===== src/rtl/riscv_if_pkg.sv =====
// Shared fetch-stage constants and types for the five-stage RISC-V front end.
package riscv_if_pkg;
    localparam int INST_W = 32;
    // Same value the interstage registers load when flushed.
    localparam logic [INST_W-1:0] NOP_INST = 32'h0;
    localparam int PC_INC   = 4;
    localparam int PC_W_DEF = 8;
    typedef logic [PC_W_DEF-1:0] pc_t;
endpackage


===== src/rtl/if_prefetch_unit_if.sv =====
// Instruction-memory and decode-side handshakes of the prefetch unit.
// master = prefetch unit side, slave = memory/decode environment side.
interface if_prefetch_unit_if #(
    parameter int PC_W = 8
);
    import riscv_if_pkg::*;

    logic              imem_req_valid;
    logic [PC_W-1:0]   imem_req_addr;
    logic              imem_req_ready;
    logic              imem_rsp_valid;
    logic [INST_W-1:0] imem_rsp_data;
    logic              inst_valid;
    logic [INST_W-1:0] inst;
    logic [PC_W-1:0]   inst_pc;
    logic              inst_ready;

    modport master (
        output imem_req_valid, imem_req_addr,
        input  imem_req_ready, imem_rsp_valid, imem_rsp_data,
        output inst_valid, inst, inst_pc,
        input  inst_ready
    );

    modport slave (
        input  imem_req_valid, imem_req_addr,
        output imem_req_ready, imem_rsp_valid, imem_rsp_data,
        input  inst_valid, inst, inst_pc,
        output inst_ready
    );
endinterface


===== src/rtl/sync_fifo.sv =====
// Registered FIFO with clear; a push is visible at the head one cycle later.
// Clear wins over push/pop; the producer must respect o_count (overflow is asserted).
module sync_fifo #(
    parameter int WIDTH = 8,
    parameter int DEPTH = 4
) (
    input  logic                   clk,
    input  logic                   rst,
    input  logic                   i_push,
    input  logic [WIDTH-1:0]       i_push_dat,
    input  logic                   i_pop,
    input  logic                   i_clear,
    output logic [WIDTH-1:0]       o_head_dat,
    output logic [$clog2(DEPTH):0] o_count
);
    localparam int AW = $clog2(DEPTH);

    logic [WIDTH-1:0] r_mem [DEPTH];
    logic [AW-1:0]    r_wr_ptr;
    logic [AW-1:0]    r_rd_ptr;
    logic [AW:0]      r_count;
    logic             w_push;
    logic             w_pop;

    assign w_push     = i_push && !i_clear;
    assign w_pop      = i_pop && !i_clear && (r_count != '0);
    assign o_head_dat = r_mem[r_rd_ptr];
    assign o_count    = r_count;

    always_ff @(posedge clk) begin
        if (rst || i_clear) begin
            r_wr_ptr <= '0;
            r_rd_ptr <= '0;
            r_count  <= '0;
        end else begin
            if (w_push) r_wr_ptr <= r_wr_ptr + AW'(1);
            if (w_pop)  r_rd_ptr <= r_rd_ptr + AW'(1);
            r_count <= r_count + (AW+1)'(w_push) - (AW+1)'(w_pop);
        end
    end

    always_ff @(posedge clk) begin
        if (w_push) r_mem[r_wr_ptr] <= i_push_dat;
    end

    a_no_overflow: assert property (@(posedge clk) disable iff (rst)
        !(w_push && !w_pop && (r_count == (AW+1)'(DEPTH))));
endmodule


===== src/rtl/if_prefetch_unit.sv =====
// Fetch PC owner: credit-limited requests to in-order imem, registered prefetch queue to decode.
// Queue output appears one cycle after a response; redirect flushes queue and drops stale responses.
module if_prefetch_unit
    import riscv_if_pkg::*;
#(
    parameter int              DEPTH    = 4,
    parameter int              PC_W     = PC_W_DEF,
    parameter logic [PC_W-1:0] RESET_PC = '0
) (
    input  logic               clk,
    input  logic               rst,
    input  logic               pc_en,
    input  logic               redirect_valid,
    input  logic [PC_W-1:0]    redirect_pc,
    if_prefetch_unit_if.master fe
);
    localparam int            CW      = $clog2(DEPTH) + 1;
    localparam int            EW      = PC_W + INST_W;
    localparam logic [CW:0]   DEPTH_C = (CW+1)'(DEPTH);

    logic [PC_W-1:0] r_fetch_pc;
    logic [PC_W-1:0] r_rsp_pc;
    logic [CW-1:0]   r_outstanding;
    logic [CW-1:0]   r_drop;

    logic [CW-1:0]   w_count;
    logic [EW-1:0]   w_head;
    logic [CW:0]     w_credit_used;
    logic [PC_W-1:0] w_redirect_pc;
    logic            w_empty;
    logic            w_req_fire;
    logic            w_rsp_live;
    logic            w_rsp_keep;
    logic            w_pop;

    assign w_redirect_pc = redirect_pc & ~PC_W'(3);
    assign w_credit_used = {1'b0, w_count} + {1'b0, r_outstanding};
    assign w_empty       = (w_count == '0);

    // Queued plus in-flight never exceeds DEPTH, so every response has a slot.
    assign fe.imem_req_valid = !rst && pc_en && !redirect_valid && (w_credit_used < DEPTH_C);
    assign fe.imem_req_addr  = r_fetch_pc;

    assign w_req_fire = fe.imem_req_valid && fe.imem_req_ready;
    assign w_rsp_live = fe.imem_rsp_valid && (r_outstanding != '0);
    assign w_rsp_keep = w_rsp_live && (r_drop == '0);
    assign w_pop      = !w_empty && fe.inst_ready;

    assign fe.inst_valid = !w_empty;
    assign fe.inst       = w_empty ? NOP_INST : w_head[INST_W-1:0];
    assign fe.inst_pc    = w_empty ? '0 : w_head[EW-1:INST_W];

    sync_fifo #(
        .WIDTH (EW),
        .DEPTH (DEPTH)
    ) u_queue (
        .clk        (clk),
        .rst        (rst),
        .i_push     (w_rsp_keep),
        .i_push_dat ({r_rsp_pc, fe.imem_rsp_data}),
        .i_pop      (w_pop),
        .i_clear    (redirect_valid),
        .o_head_dat (w_head),
        .o_count    (w_count)
    );

    always_ff @(posedge clk) begin
        if (rst) begin
            r_fetch_pc    <= RESET_PC;
            r_rsp_pc      <= RESET_PC;
            r_outstanding <= '0;
            r_drop        <= '0;
        end else if (redirect_valid) begin
            // Everything still in flight after this cycle belongs to the old path.
            r_fetch_pc    <= w_redirect_pc;
            r_rsp_pc      <= w_redirect_pc;
            r_outstanding <= r_outstanding - CW'(w_rsp_live);
            r_drop        <= r_outstanding - CW'(w_rsp_live);
        end else begin
            if (w_req_fire) r_fetch_pc <= r_fetch_pc + PC_W'(PC_INC);
            if (w_rsp_keep) r_rsp_pc   <= r_rsp_pc + PC_W'(PC_INC);
            if (w_rsp_live && (r_drop != '0)) r_drop <= r_drop - CW'(1);
            r_outstanding <= r_outstanding + CW'(w_req_fire) - CW'(w_rsp_live);
        end
    end
endmodule


===== src/flat_wrapper.sv =====
// flat-port wrapper written by rule: the top's interface ports become plain ports
module if_prefetch_unit_flat import riscv_if_pkg::*;
#(
    parameter int              DEPTH    = 4,
    parameter int              PC_W     = PC_W_DEF,
    parameter logic [PC_W-1:0] RESET_PC = '0
)
  (clk, rst, pc_en, redirect_valid, redirect_pc, fe_imem_req_valid, fe_imem_req_addr, fe_imem_req_ready, fe_imem_rsp_valid, fe_imem_rsp_data, fe_inst_valid, fe_inst, fe_inst_pc, fe_inst_ready);
  if_prefetch_unit_if #(.PC_W(PC_W)) fe_i ();
  input  logic clk;
  input  logic rst;
  input  logic pc_en;
  input  logic redirect_valid;
  input  logic [PC_W-1:0] redirect_pc;
  output wire logic [$bits(fe_i.imem_req_valid)-1:0] fe_imem_req_valid;
  output wire logic [$bits(fe_i.imem_req_addr)-1:0] fe_imem_req_addr;
  input wire logic [$bits(fe_i.imem_req_ready)-1:0] fe_imem_req_ready;
  input wire logic [$bits(fe_i.imem_rsp_valid)-1:0] fe_imem_rsp_valid;
  input wire logic [$bits(fe_i.imem_rsp_data)-1:0] fe_imem_rsp_data;
  output wire logic [$bits(fe_i.inst_valid)-1:0] fe_inst_valid;
  output wire logic [$bits(fe_i.inst)-1:0] fe_inst;
  output wire logic [$bits(fe_i.inst_pc)-1:0] fe_inst_pc;
  input wire logic [$bits(fe_i.inst_ready)-1:0] fe_inst_ready;
  assign fe_imem_req_valid = fe_i.imem_req_valid;
  assign fe_imem_req_addr = fe_i.imem_req_addr;
  assign fe_i.imem_req_ready = fe_imem_req_ready;
  assign fe_i.imem_rsp_valid = fe_imem_rsp_valid;
  assign fe_i.imem_rsp_data = fe_imem_rsp_data;
  assign fe_inst_valid = fe_i.inst_valid;
  assign fe_inst = fe_i.inst;
  assign fe_inst_pc = fe_i.inst_pc;
  assign fe_i.inst_ready = fe_inst_ready;
  if_prefetch_unit #(.DEPTH(DEPTH), .PC_W(PC_W), .RESET_PC(RESET_PC)) u_core (.clk(clk), .rst(rst), .pc_en(pc_en), .redirect_valid(redirect_valid), .redirect_pc(redirect_pc), .fe(fe_i));
endmodule

===== config.mk =====
export PLATFORM = sky130hd
export DESIGN_NAME = if_prefetch_unit_flat
export DESIGN_NICKNAME = d
export VERILOG_FILES = /design/src/rtl/riscv_if_pkg.sv /design/src/rtl/if_prefetch_unit_if.sv /design/src/rtl/sync_fifo.sv /design/src/rtl/if_prefetch_unit.sv /design/src/flat_wrapper.sv
export SDC_FILE = /design/constraint.sdc
export NUM_CORES = 1
export LEC_CHECK = 0
export ABC_AREA = 0
export CORE_MARGIN = 2
export CORE_UTILIZATION = 55
export DETAILED_ROUTE_END_ITERATION = 8
export GPL_TIMING_DRIVEN = 0
export HOLD_SLACK_MARGIN = 0.06
export PLACE_DENSITY = 0.88
export SLEW_MARGIN = 10
export SYNTH_ARGS = -nofsm -noshare
export SYNTH_HDL_FRONTEND = slang
export SYNTH_SLANG_ARGS = --single-unit
export TNS_END_PERCENT = 50

===== constraint.sdc =====
create_clock -name clk -period 2.75 [get_ports clk]
set_input_delay 0.275 -clock clk [delete_from_list [all_inputs] [get_ports clk]]
set_output_delay 0.275 -clock clk [all_outputs]
set_load 0.01 [all_outputs]

==> run_1/metal_density.png <==
Bar = 20 um. 24 x 24 tiles, from dark blue (low) to red (high), scaled to the fullest tile. Values are wire area over tile area, all layers added.
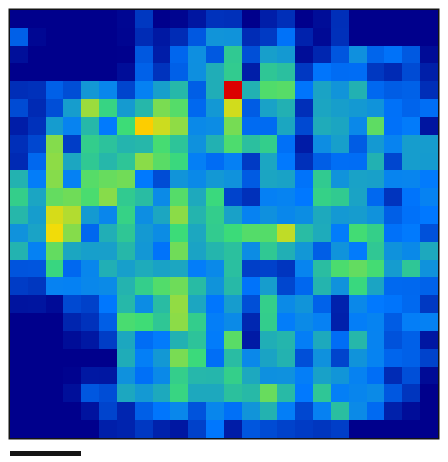
The mean over all tiles is 0.15. The emptiest ninth of the die: lower left. The densest ninth of the die: middle left. 9.0% of the tiles are over half the peak.
Total Routed Length: 14.1 mm
Vias: 4026

==> run_1/placement_by_type.png <==
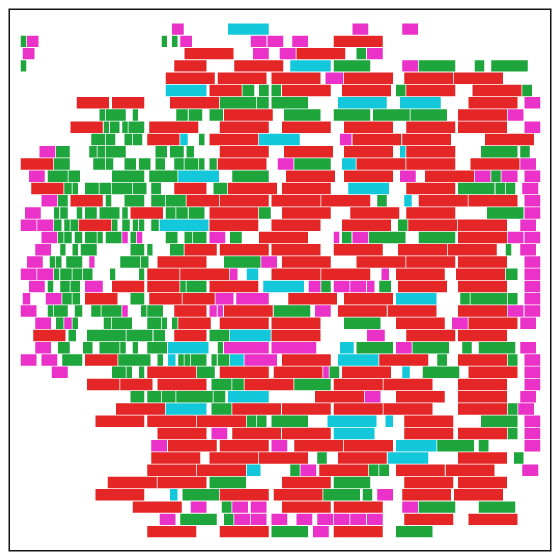
Green marks combinational and other logic, cells 228, share of their area 24%. Cyan marks clock drivers and dummy loads, cells 32, share of their area 6.6%. Magenta marks remaining buffers and delay cells, cells 116, share of their area 13%. Red marks sequential cells, cells 179, share of their area 57%.
share of cell area taken by flip-flops and latches: 55.3%
final design instance area without fill: 9240 um2
final core utilization: 70.0%
Core Box Area: 13200 um2
standard-cell rows: 42

==> run_1/flops_by_reg.png <==
Bar = 20 um.
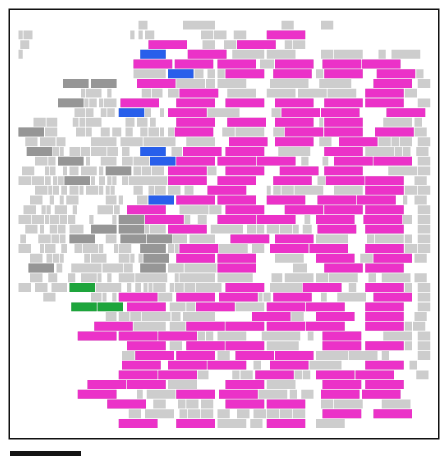
Green marks u_core.u_queue.o_count, placed flops 3. Magenta marks u_core.u_queue.r_mem, placed flops 152. Blue marks u_core.r_rsp_pc, placed flops 6.
Another 18 sequential cells are not coloured.
Flop area: 5100 um2
Seq. pwr: 3160 uW

==> out/summary.json, run 1 <==
{
  "post_cts_resize_count": {"value": 3},
  "ys.flop_type": {"value": "sky130_fd_sc_hd__edfxtp_1"},
  "power_leader": {"value": "registers"},
  "comb-power": {"value": 803, "unit": "uW"},
  "cts.path.max_buffers": {"value": 2},
  "fa_ha_area_share": {"value": 3.25, "unit": "%"},
  "complex_gates_by_area": {"value": 2.85, "unit": "%"},
  "initial_utilization": {"value": 56.0, "unit": "%"},
  "reg2reg_setup_slack": {"value": 0.21, "unit": "ns"},
  "status": {"value": "complete, no violations"},
  "drt_iter0_markers": {"value": 266},
  "wl_met3": {"value": 716, "unit": "um"},
  "place_area": {"value": 8600, "unit": "um2"},
  "grt.met3_usage": {"value": 5.09, "unit": "%"},
  "critical_path_class": {"value": "reg2out"},
  "layout_top_cells_excl_fill_tap": {"value": "152 x sky130_fd_sc_hd__edfxtp_1, 89 x sky130_fd_sc_hd__clkdlybuf4s50_1, 38 x sky130_fd_sc_hd__mux4_2"},
  "globalRoute.totalOverflow": {"value": 0},
  "netlist_top_cells_count": {"value": "152 x sky130_fd_sc_hd__edfxtp_1, 38 x sky130_fd_sc_hd__mux4_2, 34 x sky130_fd_sc_hd__nor2b_1, 27 x sky130_fd_sc_hd__dfxtp_1, 21 x sky130_fd_sc_hd__inv_1"},
  "slew-limit-headroom": {"value": 56.5, "unit": "%"},
  "min_delay_worst_endpoint": {"value": "u_core.r_rsp_pc[7]"},
  "cts_max_level": {"value": 4},
  "logic_cell_area": {"value": 2100, "unit": "um2"},
  "synth-edff-count": {"value": 152},
  "ys_sh_mux": {"value": 12.1, "unit": "%"},
  "comb-cell-share": {"value": 22.8, "unit": "%"},
  "post_drt_via_cell_ratio": {"value": 5.51},
  "reg2reg_to": {"value": "u_core.u_queue.o_count[2]"},
  "logic_gates": {"value": 206},
  "synth_async_sr_flop_share": {"value": 0, "unit": "%"},
  "count_of_tool_warnings": {"value": 35},
  "non_clock_buffer_count": {"value": 116},
  "crit-reg2reg-launch": {"value": "u_core.r_drop[0]"},
  "r2r.worst_path.cells": {"value": 13},
  "p_int": {"value": 4910, "unit": "uW"},
  "worst_min_delay_path_startpoint": {"value": "rst"},
  "dp_hpwl": {"value": 9.06, "unit": "mm"},
  "hold_depth": {"value": 3},
  "first_global_vias": {"value": 4171},
  "worst_ir_drop_vdd": {"value": 0.398, "unit": "mV"}
}
==> run_1/congestion.png <==
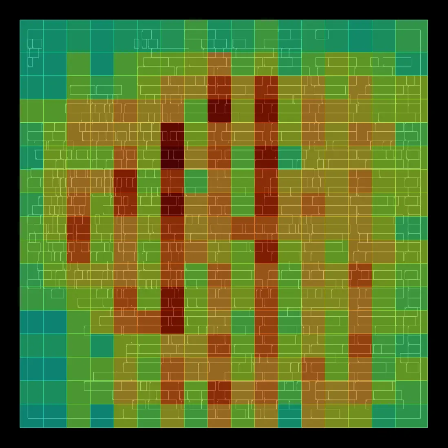

==> inputs of run 2 (changes only) <==
--- a/config.mk
+++ b/config.mk
@@ -6,12 +6,14 @@
 export NUM_CORES = 1
 export LEC_CHECK = 0
 export ABC_AREA = 0
+export CAP_MARGIN = 10
 export CORE_MARGIN = 2
 export CORE_UTILIZATION = 55
 export DETAILED_ROUTE_END_ITERATION = 8
 export GPL_TIMING_DRIVEN = 0
 export HOLD_SLACK_MARGIN = 0.06
 export PLACE_DENSITY = 0.88
+export RECOVER_POWER = 100
 export SLEW_MARGIN = 10
 export SYNTH_ARGS = -nofsm -noshare
 export SYNTH_HDL_FRONTEND = slang
==> run_2/congestion.png <==
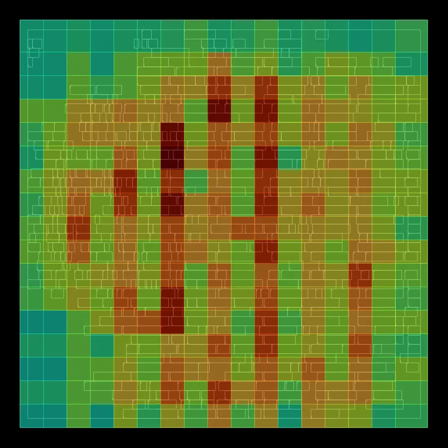
met2 track utilization from global routing: 35.6%
met1 track demand over resource: 26.8%
layer carrying the most global-route usage: met2

==> run_2/wires.png <==
Bar = 20 um.
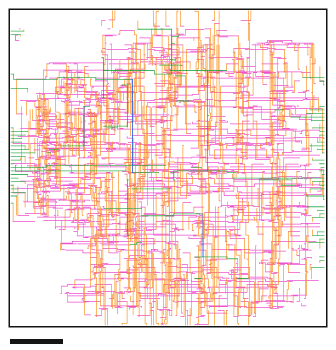
Orange marks metal 2, wire length 7310 um. Green marks metal 3, wire length 663 um. Blue marks metal 4, wire length 172 um. Magenta marks metal 1, wire length 5910 um.
GRT Util Overall: 20.9%
Total Routed Length: 14.1 mm
Vias: 4028
wire length per cell: 19.2 um

==> run 2 against run 1 <==
Power shrank 0.39%. Via count hardly changed. Flip-flop count unchanged. Setup slack got worse by 0.020 ns. Sequential share of layout area rose by 0.23 points. Sequential power is essentially flat. Global-route usage is the same. Cell area shrank 0.42%. Maximum frequency fell by 0.76%. Clock skew down 0.00098 ns. Routed wire length fell by 0.21%.
==> out/summary.json, run 2 <==
{
  "status": {"value": "complete, no violations", "change": "unchanged"},
  "final_util": {"value": 69.7, "unit": "%", "change": "was 70.0%"},
  "flop_area": {"value": 5100, "unit": "um2", "change": "unchanged"},
  "worst_ir_drop_vdd": {"value": 0.400, "unit": "mV", "change": "was 0.398 mV"},
  "complex_gates_by_area": {"value": 2.85, "unit": "%", "change": "unchanged"},
  "initial_utilization": {"value": 56.0, "unit": "%", "change": "unchanged"},
  "core_area": {"value": 13200, "unit": "um2", "change": "unchanged"},
  "power_leader": {"value": "registers", "change": "unchanged"},
  "cts.path.max_buffers": {"value": 2, "change": "unchanged"},
  "critical_path_class": {"value": "reg2out", "change": "unchanged"},
  "r2r.worst_path.cells": {"value": 7, "change": "was 13"},
  "non_clock_buffer_count": {"value": 116, "change": "unchanged"},
  "logic_cell_area": {"value": 2100, "unit": "um2", "change": "about the same"},
  "synth-edff-count": {"value": 152, "change": "unchanged"},
  "p_int": {"value": 4880, "unit": "uW", "change": "was 4910 uW"},
  "seq_power": {"value": 3160, "unit": "uW", "change": "about the same"},
  "synth_async_sr_flop_share": {"value": 0, "unit": "%", "change": "unchanged"},
  "comb-power": {"value": 774, "unit": "uW", "change": "was 803 uW"},
  "seq_area_share": {"value": 55.5, "unit": "%", "change": "was 55.3%"},
  "logic_gates": {"value": 206, "change": "unchanged"},
  "layout_top_cells_excl_fill_tap": {"value": "152 x sky130_fd_sc_hd__edfxtp_1, 48 x sky130_fd_sc_hd__dlygate4sd3_1, 41 x sky130_fd_sc_hd__clkdlybuf4s50_1", "change": "was 152 x sky130_fd_sc_hd__edfxtp_1, 89 x sky130_fd_sc_hd__clkdlybuf4s50_1, 38 x sky130_fd_sc_hd__mux4_2"},
  "reg2reg_to": {"value": "u_core.u_queue.r_mem[0][21]", "change": "was u_core.u_queue.o_count[2]"},
  "hold_depth": {"value": 2, "change": "was 3"},
  "drt_iter0_markers": {"value": 284, "change": "was 266"},
  "wl_met3": {"value": 663, "unit": "um", "change": "was 716 um"},
  "fa_ha_area_share": {"value": 3.25, "unit": "%", "change": "unchanged"},
  "crit-reg2reg-launch": {"value": "u_core.r_drop[0]", "change": "unchanged"},
  "post_cts_resize_count": {"value": 3, "change": "unchanged"}
}
Power figures rest on the tool's default switching activity, not on a simulated workload.
